### config.mk
export PLATFORM = sky130hd
export DESIGN_NAME = traffic_light_nway_flat
export DESIGN_NICKNAME = d
export VERILOG_FILES = /design/src/rtl/traffic_light_nway_if.sv /design/src/rtl/traffic_light_nway.sv /design/src/flat_wrapper.sv
export SDC_FILE = /design/constraint.sdc
export NUM_CORES = 1
export LEC_CHECK = 0
export CORE_AREA = 2 2 39 41
export DETAILED_ROUTE_END_ITERATION = 8
export DIE_AREA = 0 0 41 43
export HOLD_SLACK_MARGIN = 0.1
export PLACE_DENSITY = 0.81
export SETUP_SLACK_MARGIN = 0.5
export SYNTH_ARGS = -nofsm -noshare
export SYNTH_HDL_FRONTEND = slang
export SYNTH_SLANG_ARGS = --single-unit
### constraint.sdc
create_clock -name clk -period 2 [get_ports clk]
set_input_delay 0.4 -clock clk [delete_from_list [all_inputs] [get_ports clk]]
set_output_delay 0.4 -clock clk [all_outputs]
set_load 0.01 [all_outputs]
### src/rtl/traffic_light_nway_if.sv
// ----------------------------------------------------------------------------
// traffic_light_nway_if
//   Groups the signals between the N-way traffic-light controller and the
//   intersection environment. Clock and reset are kept outside the interface.
//
//   master : controller side (takes en/ped_req, drives the lamps and status)
//   slave  : environment side (drives en/ped_req, observes lamps and status)
//
//   en       tick enable; controller state advances only when en=1
//   ped_req  pedestrian button, level or pulse
//   red      red lamp per approach    (NUM_DIR bits)
//   yellow   yellow lamp per approach (NUM_DIR bits)
//   green    green lamp per approach  (NUM_DIR bits)
//   walk     pedestrian WALK lamp
//   phase    approach currently owning green/yellow
//   ped_wait pedestrian request latched, not yet served
// ----------------------------------------------------------------------------
interface traffic_light_nway_if #(
   parameter int NUM_DIR = 3
);
   localparam int PH_W = $clog2(NUM_DIR);

   logic               en;
   logic               ped_req;
   logic [NUM_DIR-1:0] red;
   logic [NUM_DIR-1:0] yellow;
   logic [NUM_DIR-1:0] green;
   logic               walk;
   logic [PH_W-1:0]    phase;
   logic               ped_wait;

   modport master (
      input  en, ped_req,
      output red, yellow, green, walk, phase, ped_wait
   );

   modport slave (
      output en, ped_req,
      input  red, yellow, green, walk, phase, ped_wait
   );
endinterface

### src/rtl/traffic_light_nway.sv
// ----------------------------------------------------------------------------
// traffic_light_nway
//   N-direction traffic-light controller. Green rotates round-robin over
//   NUM_DIR approaches: green -> yellow -> all-red clearance, with an optional
//   pedestrian WALK phase inserted after the all-red when a request is latched.
//   Durations are counted in enabled (en=1) clock cycles.
//
//   clk    system clock, all state on the rising edge
//   reset  synchronous, active-low reset
//   bus    traffic_light_nway_if.master: en, ped_req in; red/yellow/green,
//          walk, phase, ped_wait out (Moore-decoded, no extra latency)
// ----------------------------------------------------------------------------
module traffic_light_nway #(
   parameter int NUM_DIR      = 3,
   parameter int GREEN_TICKS  = 8,
   parameter int YELLOW_TICKS = 3,
   parameter int ALLRED_TICKS = 2,
   parameter int WALK_TICKS   = 5
) (
   input  logic                        clk,
   input  logic                        reset,
   traffic_light_nway_if.master        bus
);

   localparam int MAX_GY = (GREEN_TICKS  > YELLOW_TICKS) ? GREEN_TICKS  : YELLOW_TICKS;
   localparam int MAX_AW = (ALLRED_TICKS > WALK_TICKS)   ? ALLRED_TICKS : WALK_TICKS;
   localparam int MAX_T  = (MAX_GY > MAX_AW) ? MAX_GY : MAX_AW;
   localparam int CNT_W  = $clog2(MAX_T) + 1;
   localparam int PH_W   = $clog2(NUM_DIR);

   typedef enum logic [1:0] {S_GREEN, S_YELLOW, S_ALLRED, S_WALK} state_t;

   state_t             state,    state_nx;
   logic [PH_W-1:0]    phase_q,  phase_nx;
   logic [CNT_W-1:0]   timer,    timer_nx;
   logic               ped_pend, ped_nx;
   logic [PH_W-1:0]    phase_next;
   logic [NUM_DIR-1:0] sel;

   assign phase_next = (phase_q == PH_W'(NUM_DIR - 1)) ? '0 : phase_q + PH_W'(1);

   // State register
   always_ff @(posedge clk) begin
      if (!reset) begin
         state    <= S_GREEN;
         phase_q  <= '0;
         timer    <= CNT_W'(GREEN_TICKS - 1);
         ped_pend <= 1'b0;
      end else begin
         state    <= state_nx;
         phase_q  <= phase_nx;
         timer    <= timer_nx;
         ped_pend <= ped_nx;
      end
   end

   // Next-state logic
   always_comb begin
      state_nx = state;
      phase_nx = phase_q;
      timer_nx = timer;
      ped_nx   = ped_pend;

      // Button is latched regardless of en; presses during WALK are ignored.
      if (bus.ped_req && (state != S_WALK))
         ped_nx = 1'b1;

      if (bus.en) begin
         if (timer != '0) begin
            timer_nx = timer - CNT_W'(1);
         end else begin
            unique case (state)
               S_GREEN: begin
                  state_nx = S_YELLOW;
                  timer_nx = CNT_W'(YELLOW_TICKS - 1);
               end
               S_YELLOW: begin
                  state_nx = S_ALLRED;
                  timer_nx = CNT_W'(ALLRED_TICKS - 1);
               end
               S_ALLRED: begin
                  if (ped_pend) begin
                     // Entering WALK serves the request, including a press on this same edge.
                     state_nx = S_WALK;
                     timer_nx = CNT_W'(WALK_TICKS - 1);
                     ped_nx   = 1'b0;
                  end else begin
                     state_nx = S_GREEN;
                     phase_nx = phase_next;
                     timer_nx = CNT_W'(GREEN_TICKS - 1);
                  end
               end
               S_WALK: begin
                  state_nx = S_GREEN;
                  phase_nx = phase_next;
                  timer_nx = CNT_W'(GREEN_TICKS - 1);
               end
               default: begin
                  state_nx = S_GREEN;
                  timer_nx = CNT_W'(GREEN_TICKS - 1);
               end
            endcase
         end
      end
   end

   // Output decode
   assign sel = NUM_DIR'(1) << phase_q;

   always_comb begin
      bus.red    = '1;
      bus.yellow = '0;
      bus.green  = '0;
      bus.walk   = 1'b0;
      unique case (state)
         S_GREEN: begin
            bus.green = sel;
            bus.red   = ~sel;
         end
         S_YELLOW: begin
            bus.yellow = sel;
            bus.red    = ~sel;
         end
         S_WALK:   bus.walk = 1'b1;
         default:  ;
      endcase
   end

   assign bus.phase    = phase_q;
   assign bus.ped_wait = ped_pend;

endmodule
### src/flat_wrapper.sv
// flat-port wrapper written by rule: the top's interface ports become plain ports
module traffic_light_nway_flat 
#(
   parameter int NUM_DIR      = 3,
   parameter int GREEN_TICKS  = 8,
   parameter int YELLOW_TICKS = 3,
   parameter int ALLRED_TICKS = 2,
   parameter int WALK_TICKS   = 5
)
  (clk, reset, bus_en, bus_ped_req, bus_red, bus_yellow, bus_green, bus_walk, bus_phase, bus_ped_wait);
  traffic_light_nway_if #(.NUM_DIR(NUM_DIR)) bus_i ();
  input  logic clk;
  input  logic reset;
  input wire logic [$bits(bus_i.en)-1:0] bus_en;
  input wire logic [$bits(bus_i.ped_req)-1:0] bus_ped_req;
  output wire logic [$bits(bus_i.red)-1:0] bus_red;
  output wire logic [$bits(bus_i.yellow)-1:0] bus_yellow;
  output wire logic [$bits(bus_i.green)-1:0] bus_green;
  output wire logic [$bits(bus_i.walk)-1:0] bus_walk;
  output wire logic [$bits(bus_i.phase)-1:0] bus_phase;
  output wire logic [$bits(bus_i.ped_wait)-1:0] bus_ped_wait;
  assign bus_i.en = bus_en;
  assign bus_i.ped_req = bus_ped_req;
  assign bus_red = bus_i.red;
  assign bus_yellow = bus_i.yellow;
  assign bus_green = bus_i.green;
  assign bus_walk = bus_i.walk;
  assign bus_phase = bus_i.phase;
  assign bus_ped_wait = bus_i.ped_wait;
  traffic_light_nway #(.NUM_DIR(NUM_DIR), .GREEN_TICKS(GREEN_TICKS), .YELLOW_TICKS(YELLOW_TICKS), .ALLRED_TICKS(ALLRED_TICKS), .WALK_TICKS(WALK_TICKS)) u_core (.clk(clk), .reset(reset), .bus(bus_i));
endmodule
==> design notes <==
For this sky-water flow run, the detailed-routed wirelength per cell is reported as 13.2 um. The worst setup path is captured at an output port. The run gives 0.38 ns as the internal reg-to-reg setup slack. Initial antenna violation count: 0.

Count of max-cap constraint violations: 0. For reference, the critical path cell chain is or3b_4 -> buf_4 -> buf_6. The global routing report lists met2 layer usage as 31.6%. The top cell type by area accounts for 34.4% of the synthesized area. The run gives 369 uW for the sum of internal, switching and leakage power.

The share of total power dissipated in combinational logic is 9.7%. The most repeated cell in the gate-level netlist after synthesis was dfxtp_1. STA puts the critical path data arrival time at 1.27 ns. The fraction of layout instances using a drive strength above 1 was 47.3%; the cell area after placement was 743 um2. The logs give 4 for the detailed-router iteration count before antenna repair and 1420 um for the routed wire length. The count of cells along the worst hold path is 2. The run finished with clean final reports. In this run the most critical hold path is launched from u_core.timer[1]$_SDFFE_PN1P_.

The critical path endpoint has a required time of 1.60 ns. TritonCTS built the clock tree. The logs give 5 for the total setup buffers inserted after CTS and 128 for the fill cell total of the finished layout. The cell type group with the largest total delay on the critical path was simple AND/OR/NAND/NOR gates. The library cells used most frequently in the layout, excluding fill and tap cells, are buf_4 (10), nand2_1 (6), buf_2 (5), dfxtp_2 (5). The first global-routing pass estimated 2300 um of wire. The highest attainable clock frequency was 0.600 GHz; the final-stage net count was 97.

Gates resized during post-CTS repair numbered 50. The switching component of the power was reported as 89.3 uW. Per the post-run analysis, buffers plus inverters along the critical path come to 2. The run gives 927 um for the placed wire-length estimate. Buffers placed on the I/O ports in this run total 16. Per the synthesis report, the simple-gate share of the synthesized area is 38.3%.

The detailed route wirelength on metal2 was 717 um; the count of final hold-check violations was 0. The power group with the largest share was sequential cells. The count of flip-flops with a built-in enable after synthesis is 0.

Power attributed to combinational cells is 35.8 uW. Across all setup checks in the final design, the least slack found is 0.333 ns. Before any placement, the netlist area is recorded as 523 um2. Registers are responsible for 51.3% of the overall power. Setup repair after global routing could not meet its margin everywhere. For the met3 routing resource usage after global routing, the log shows 2.62%. The commonest register cell is dfxtp_1. The run gives 0.07 ns for the clock edge transition at the registers on the reported setup and hold paths. The cell sitting at the root of the clock tree is a clkbuf_4. The chip area estimate from yosys synthesis is 523 um2. The net count after synthesis came out at 70. The utilization after layout was 59.5%. Per the detail_route report, DRC violations left total 0. During synthesis, Yosys emitted a total of 0 warnings. The synthesized design contains 9 register bits. With the number of buffers inserted for hold repair after clock tree synthesis at 0, the number of core rows is 14.

The diode insertion count for antenna repair came out at 0. The tools report the wire length on met1 as 614 um. For this design the top-level I/O count stands at 17. Across the VDD grid, the largest voltage drop is 0.000255 V. Static leakage: 0.365 nW.
==> worst max-delay path by stage <==
stage                                startpoint                            to  slack [ns]  depth (start not counted)
2_1_floorplan      u_core.timer[1]$_SDFFE_PN1P_  u_core.timer[0]$_SDFFE_PN1P_        0.42                          5
3_3_place_gp                             bus_en  u_core.timer[0]$_SDFFE_PN1P_        0.18                          4
3_5_place_dp   u_core.bus.phase[0]$_SDFFE_PN0P_                  bus_green[2]        0.16                          3
4_1_cts        u_core.bus.phase[1]$_SDFFE_PN0P_                 bus_yellow[2]        0.28                          3
5_1_grt            u_core.timer[0]$_SDFFE_PN1P_  u_core.timer[0]$_SDFFE_PN1P_        0.30                          5
6_report           u_core.state[1]$_SDFFE_PN0P_                    bus_red[2]        0.33                          3
Where the registers sit:
Bar = 10 um.
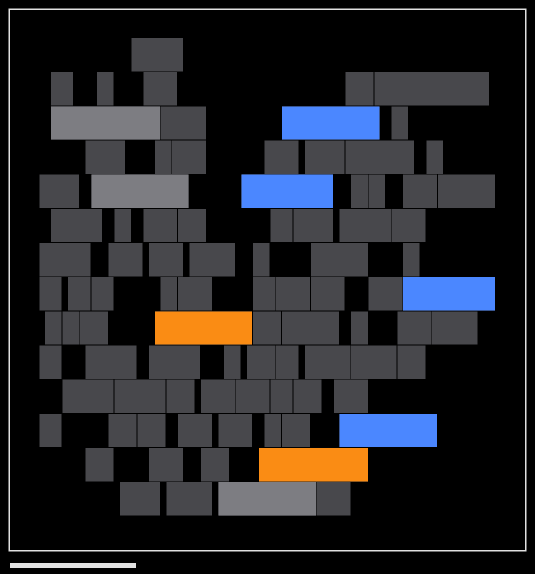
Orange marks u_core.state, placed flops 2. Blue marks u_core.timer, placed flops 4.
Another 3 sequential cells are not coloured.
register cell area after layout: 194 um2
Seq/total area: 23.6%

Clock wiring as the flow saved it:
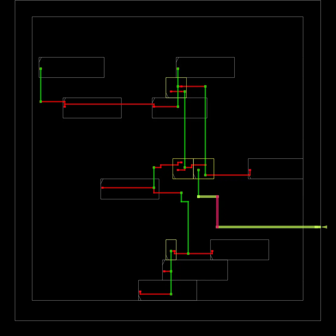
number of clock-tree buffers in the layout: 4
clock sink total: 9
maximum clock skew at final layout: 0.00220 ns
clock-net power: 144 uW

Power and IR drop assume default switching activity.
